File: src/rtl/gol_pkg.sv
// Shared definitions for the Game of Life tile and its frame receiver.
// Both ends decode the 2-bit status code from this one enum.
package gol_pkg;

    localparam int N     = 25;
    localparam int n     = 5;
    localparam int GEN_W = 8;
    localparam int POP_W = 5;

    typedef enum logic [1:0] {
        ST_INPUT  = 2'b00,
        ST_UPDATE = 2'b01,
        ST_OUTPUT = 2'b10
    } status_e;

    typedef enum logic [1:0] {
        IDLE    = 2'b00,
        CAPTURE = 2'b01,
        DRAIN   = 2'b10
    } rx_state_e;

endpackage

File: src/rtl/gol_popcount.sv
// Combinational live-cell count of an N-cell board.
// Shared with the neighbour adders of the upstream tile.
module gol_popcount
    import gol_pkg::*;
(
    input  logic [N-1:0]     cells,
    output logic [POP_W-1:0] count
);

    // Ripple sum of every cell bit; 25 fits in 5 bits.
    always_comb begin
        count = '0;
        for (int i = 0; i < N; i++) begin
            count = count + POP_W'(cells[i]);
        end
    end

endmodule

File: src/rtl/gol_frame_receiver.sv
// Reassembles 25-bit serial boards from the tile's OUTPUT phase,
// latches the last complete board and reports its status.
module gol_frame_receiver
    import gol_pkg::*;
(
    input  logic             clock,
    input  logic             reset,
    input  logic [1:0]       status,
    input  logic             serial_in,
    input  logic [2:0]       row_sel,
    output logic [n-1:0]     row_data,
    output logic             frame_valid,
    output logic [GEN_W-1:0] generation,
    output logic [POP_W-1:0] population,
    output logic             still_life,
    output logic             extinct,
    output logic             frame_err
);

    rx_state_e        state;
    rx_state_e        state_next;
    logic [N-1:0]     buffer;
    logic [N-1:0]     next_buf;
    logic [N-1:0]     board;
    logic [N-1:0]     prev;
    logic [4:0]       idx;
    logic             has_prev;
    logic             pair_valid;
    logic [POP_W-1:0] pop_next;

    logic             is_output;
    logic             is_input;
    logic             sample;
    logic             commit;
    logic             abort;
    logic             seed;

    assign is_output = (status == ST_OUTPUT);
    assign is_input  = (status == ST_INPUT);

    // Buffer with the current serial bit merged in at the bit index;
    // idx is 0 whenever the FSM sits in IDLE.
    always_comb begin
        next_buf      = buffer;
        next_buf[idx] = serial_in;
    end

    gol_popcount u_popcount (
        .cells (next_buf),
        .count (pop_next)
    );

    // State register.
    always_ff @(posedge clock) begin
        if (reset) begin
            state <= IDLE;
        end else begin
            state <= state_next;
        end
    end

    // Next-state and datapath control.
    always_comb begin
        state_next = state;
        sample     = 1'b0;
        commit     = 1'b0;
        abort      = 1'b0;
        seed       = 1'b0;
        unique case (state)
            IDLE: begin
                if (is_output) begin
                    sample     = 1'b1;
                    state_next = CAPTURE;
                end else if (is_input) begin
                    seed = 1'b1;
                end
            end
            CAPTURE: begin
                if (is_output) begin
                    sample = 1'b1;
                    if (idx == 5'(N - 1)) begin
                        commit     = 1'b1;
                        state_next = DRAIN;
                    end
                end else begin
                    abort      = 1'b1;
                    seed       = is_input;
                    state_next = IDLE;
                end
            end
            DRAIN: begin
                if (!is_output) begin
                    state_next = IDLE;
                end
            end
            default: state_next = IDLE;
        endcase
    end

    // Capture buffer, latched board and status registers.
    always_ff @(posedge clock) begin
        if (reset) begin
            buffer      <= '0;
            board       <= '0;
            prev        <= '0;
            idx         <= '0;
            has_prev    <= 1'b0;
            pair_valid  <= 1'b0;
            frame_valid <= 1'b0;
            generation  <= '0;
            population  <= '0;
            extinct     <= 1'b0;
            frame_err   <= 1'b0;
        end else begin
            frame_valid <= commit;
            if (sample) begin
                buffer <= next_buf;
                idx    <= idx + 5'd1;
            end
            if (commit) begin
                idx        <= '0;
                prev       <= board;
                board      <= next_buf;
                population <= pop_next;
                pair_valid <= has_prev;
                extinct    <= (pop_next == '0);
                has_prev   <= 1'b1;
                generation <= generation + GEN_W'(1);
            end
            if (abort) begin
                idx       <= '0;
                buffer    <= '0;
                frame_err <= 1'b1;
            end
            if (seed) begin
                generation <= '0;
                has_prev   <= 1'b0;
                pair_valid <= 1'b0;
                extinct    <= 1'b0;
            end
        end
    end

    // A board is a still life when it matches the one latched before it,
    // provided that earlier board belongs to the same seed.
    always_comb begin
        still_life = pair_valid && (board == prev);
    end

    // Row readback; rows past the board read as empty.
    always_comb begin
        row_data = '0;
        case (row_sel)
            3'd0:    row_data = board[4:0];
            3'd1:    row_data = board[9:5];
            3'd2:    row_data = board[14:10];
            3'd3:    row_data = board[19:15];
            3'd4:    row_data = board[24:20];
            default: row_data = '0;
        endcase
    end

endmodule

File: config.mk
export PLATFORM = sky130hd
export DESIGN_NAME = gol_frame_receiver
export DESIGN_NICKNAME = d
export VERILOG_FILES = /design/src/rtl/gol_pkg.sv /design/src/rtl/gol_popcount.sv /design/src/rtl/gol_frame_receiver.sv
export SDC_FILE = /design/constraint.sdc
export NUM_CORES = 1
export LEC_CHECK = 0
export CAP_MARGIN = 20
export CORE_MARGIN = 1.5
export CORE_UTILIZATION = 54
export CTS_CLUSTER_SIZE = 28
export DETAILED_ROUTE_END_ITERATION = 12
export HOLD_SLACK_MARGIN = 0.02
export PLACE_DENSITY = 0.84
export SLEW_MARGIN = 40
export SYNTH_ARGS = -nofsm -noshare
export SYNTH_HDL_FRONTEND = slang
export SYNTH_SLANG_ARGS = --single-unit
File: constraint.sdc
create_clock -name clock -period 5.57 [get_ports clock]
set_clock_uncertainty 0.05 [all_clocks]
set_input_delay 1.3925 -clock clock [delete_from_list [all_inputs] [get_ports clock]]
set_output_delay 1.3925 -clock clock [all_outputs]
set_load 0.005 [all_outputs]
congestion_map.png
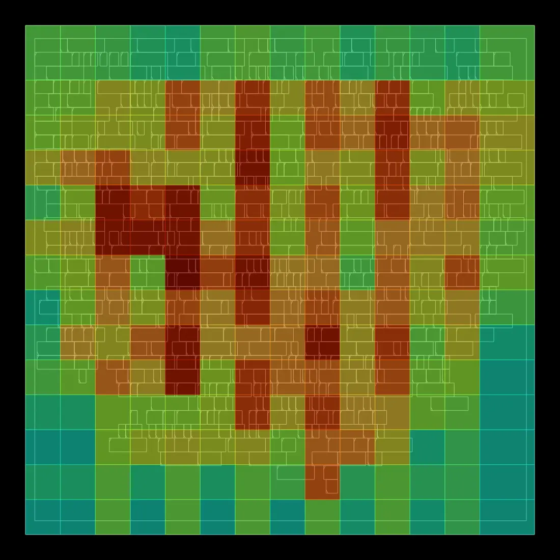
met3 track demand over resource in global routing: 0.05687
post-layout utilization of the core: 0.6337

closeup.png
Region (35, 15) to (65, 45) um. Cells in grey, sequential cells in the stronger grey; small squares are vias.
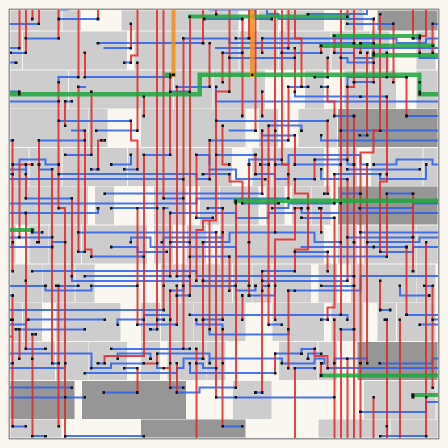
Key: M2 = red; M1 = blue; M4 = orange; M3 = green
85 logic cells have their middle in the window. Netlist names of flops here include `buffer` (5), `idx` (1). Sequential cells in the window: 6. Most frequent: nor2_1 (15), inv_1 (14), mux2i_1 (9).

==> Implementation_results.wiki <==
== Implementation results ==
{| class="wikitable"
! Metric !! Value
|-
| Sequential area share after synthesis || 0.3900
|-
| Number of cells in the yosys synthesis report || 601
|-
| Cell type taking the most area || multi-input combinational cells
|-
| Fin worst setup slack || 0.1221 ns
|-
| Root Buffer Master || clkbuf_8
|-
| Net switching share of the total power || 0.3283
|-
| Antenna fix cells || 0
|-
| Worst slack at placement || -0.7130 ns
|-
| Most used routing layer in global routing || met2
|-
| Clock buffer and inverter area fraction after layout || 0.03269
|-
| Post-Route M1 WL || 5298 um
|-
| Top power group || registers
|-
| Critical hold path startpoint || has_prev
|-
| Register share of total power || 0.460
|-
| Worst setup startpoint || serial_in
|-
| Non-clock buffer share || 0.08526
|-
| Register clock-pin slew on the reported worst setup and hold paths || 0.11 ns
|-
| Final Max-Slew Violation Tally || 0
|-
| Post-placement cell area || 0.005613 mm2
|-
| Power in sequential cells || 736 uW
|-
| Start-to-end type of the worst setup path || primary input to flip-flop
|-
| Net count of the finished layout || 667
|-
| Reg2reg start || idx[0]
|-
| Number of placed instances with taps included || 745
|-
| Pin count of the biggest net entering global routing || 63
|-
| Outcome || complete, no violations
|-
| Flops || 100
|-
| Worst Path Max Fanout || 3
|-
| DR pass1 iterations || 4
|-
| Std-Cell Core Area || 0.009240 mm2
|-
| DIE WIDTH || 100.5 um
|-
| Tally of filler cells in the layout || 756
|-
| # resized after CTS || 6
|-
| Proportion of netlist area held by the largest area contributor || 0.3900
|-
| Final Hold Slack || 0.4113 ns
|-
| Number of tap cells added at floorplan || 129
|-
| Combined area of all synthesized cells || 0.005134 mm2
|-
| Number of input and output port buffers inserted || 29
|-
| Inverters, non-clock || 35
|-
| Logic pwr share || 0.252
|-
| Combined area of the multi-input logic cells || 0.002870 mm2
|-
| Cell types occupying the most area after synthesis || dfxtp_1 (39%), a211oi_1 (7.8%), nor2_1 (7.6%)
|-
| Final Critical Period || 5.448 ns
|-
| Antenna Nets Post-Route || 0
|-
| Number of cell rows || 35
|-
| Seq area share || 0.3419
|-
| Reported leakage power || 2.260 nW
|-
| Cell depth of the worst flop-to-flop path || 20
|-
| Final hold viol count || 0
|}
gates.png
Drawn at 6 px/um.
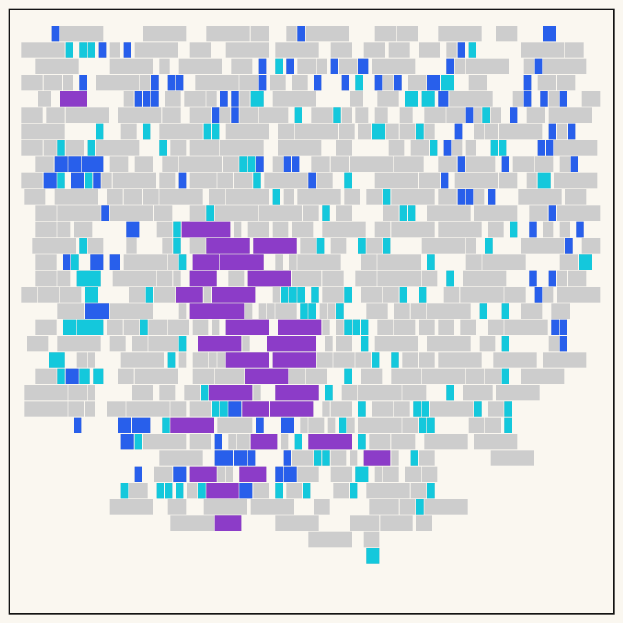
Key: fa/ha/maj cells = purple [cells 30, most used fa_1]; nand cells = blue [cells 94, most used nand2_1, where spread over the die]; nor cells = cyan [cells 117, most used nor2_1]
fraction of standard cell area in multi-input logic: 0.4902
Final Non-Filler Cells: 763
Top cell excl fill/tap: nor2_1

route_heat.png
Drawn at 4 px/um. The die is cut into 20 by 20 equal tiles; white is low, dark blue is high, scaled to the fullest tile. Values are wire area over tile area, all layers added.
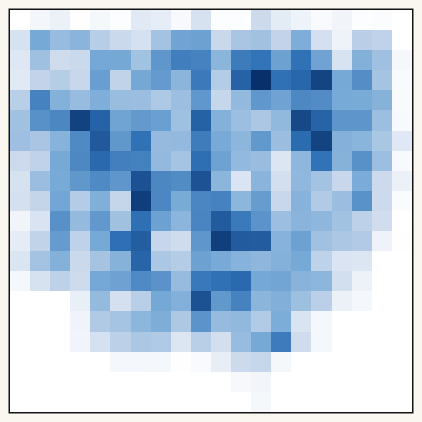
The fullest tile reaches 0.58. 27% of the tiles are over half the peak. The densest ninth of the die: centre. The mean over all tiles is 0.19. 21% of the tiles are nearly empty. The emptiest ninth of the die: lower right.
Final Routed Wirelength: 12110 um
via count: 4209
overall fraction of global-route tracks in use: 0.2558

[worst max-delay path, stage by stage]
cell and delay, ns:
buf_8 0.10, mux2i_2 0.16, inv_1 0.06, ha_1 0.29, inv_2 0.04, fa_1 0.47, inv_1 0.05, fa_1 0.45
fa_2 0.55, fa_1 0.43, fa_1 0.53, ha_4 0.20, fa_2 0.41, a21o_1 0.20, a21oi_2 0.14, nand4_1 0.10
o21ai_1 0.12
[logic make-up after synthesis]
logic type | after synthesis | share of synthesized area
compound gates | 110 | 0.1387
mux | 31 | 0.06044
buf+inv | 74 | 0.06312
fa+ha+maj | 30 | 0.09944
flops | 100 | 0.3900
simple gates | 220 | 0.1869
xor+xnor | 36 | 0.06142
No activity file was given, so power comes from the tool's default toggle rates.
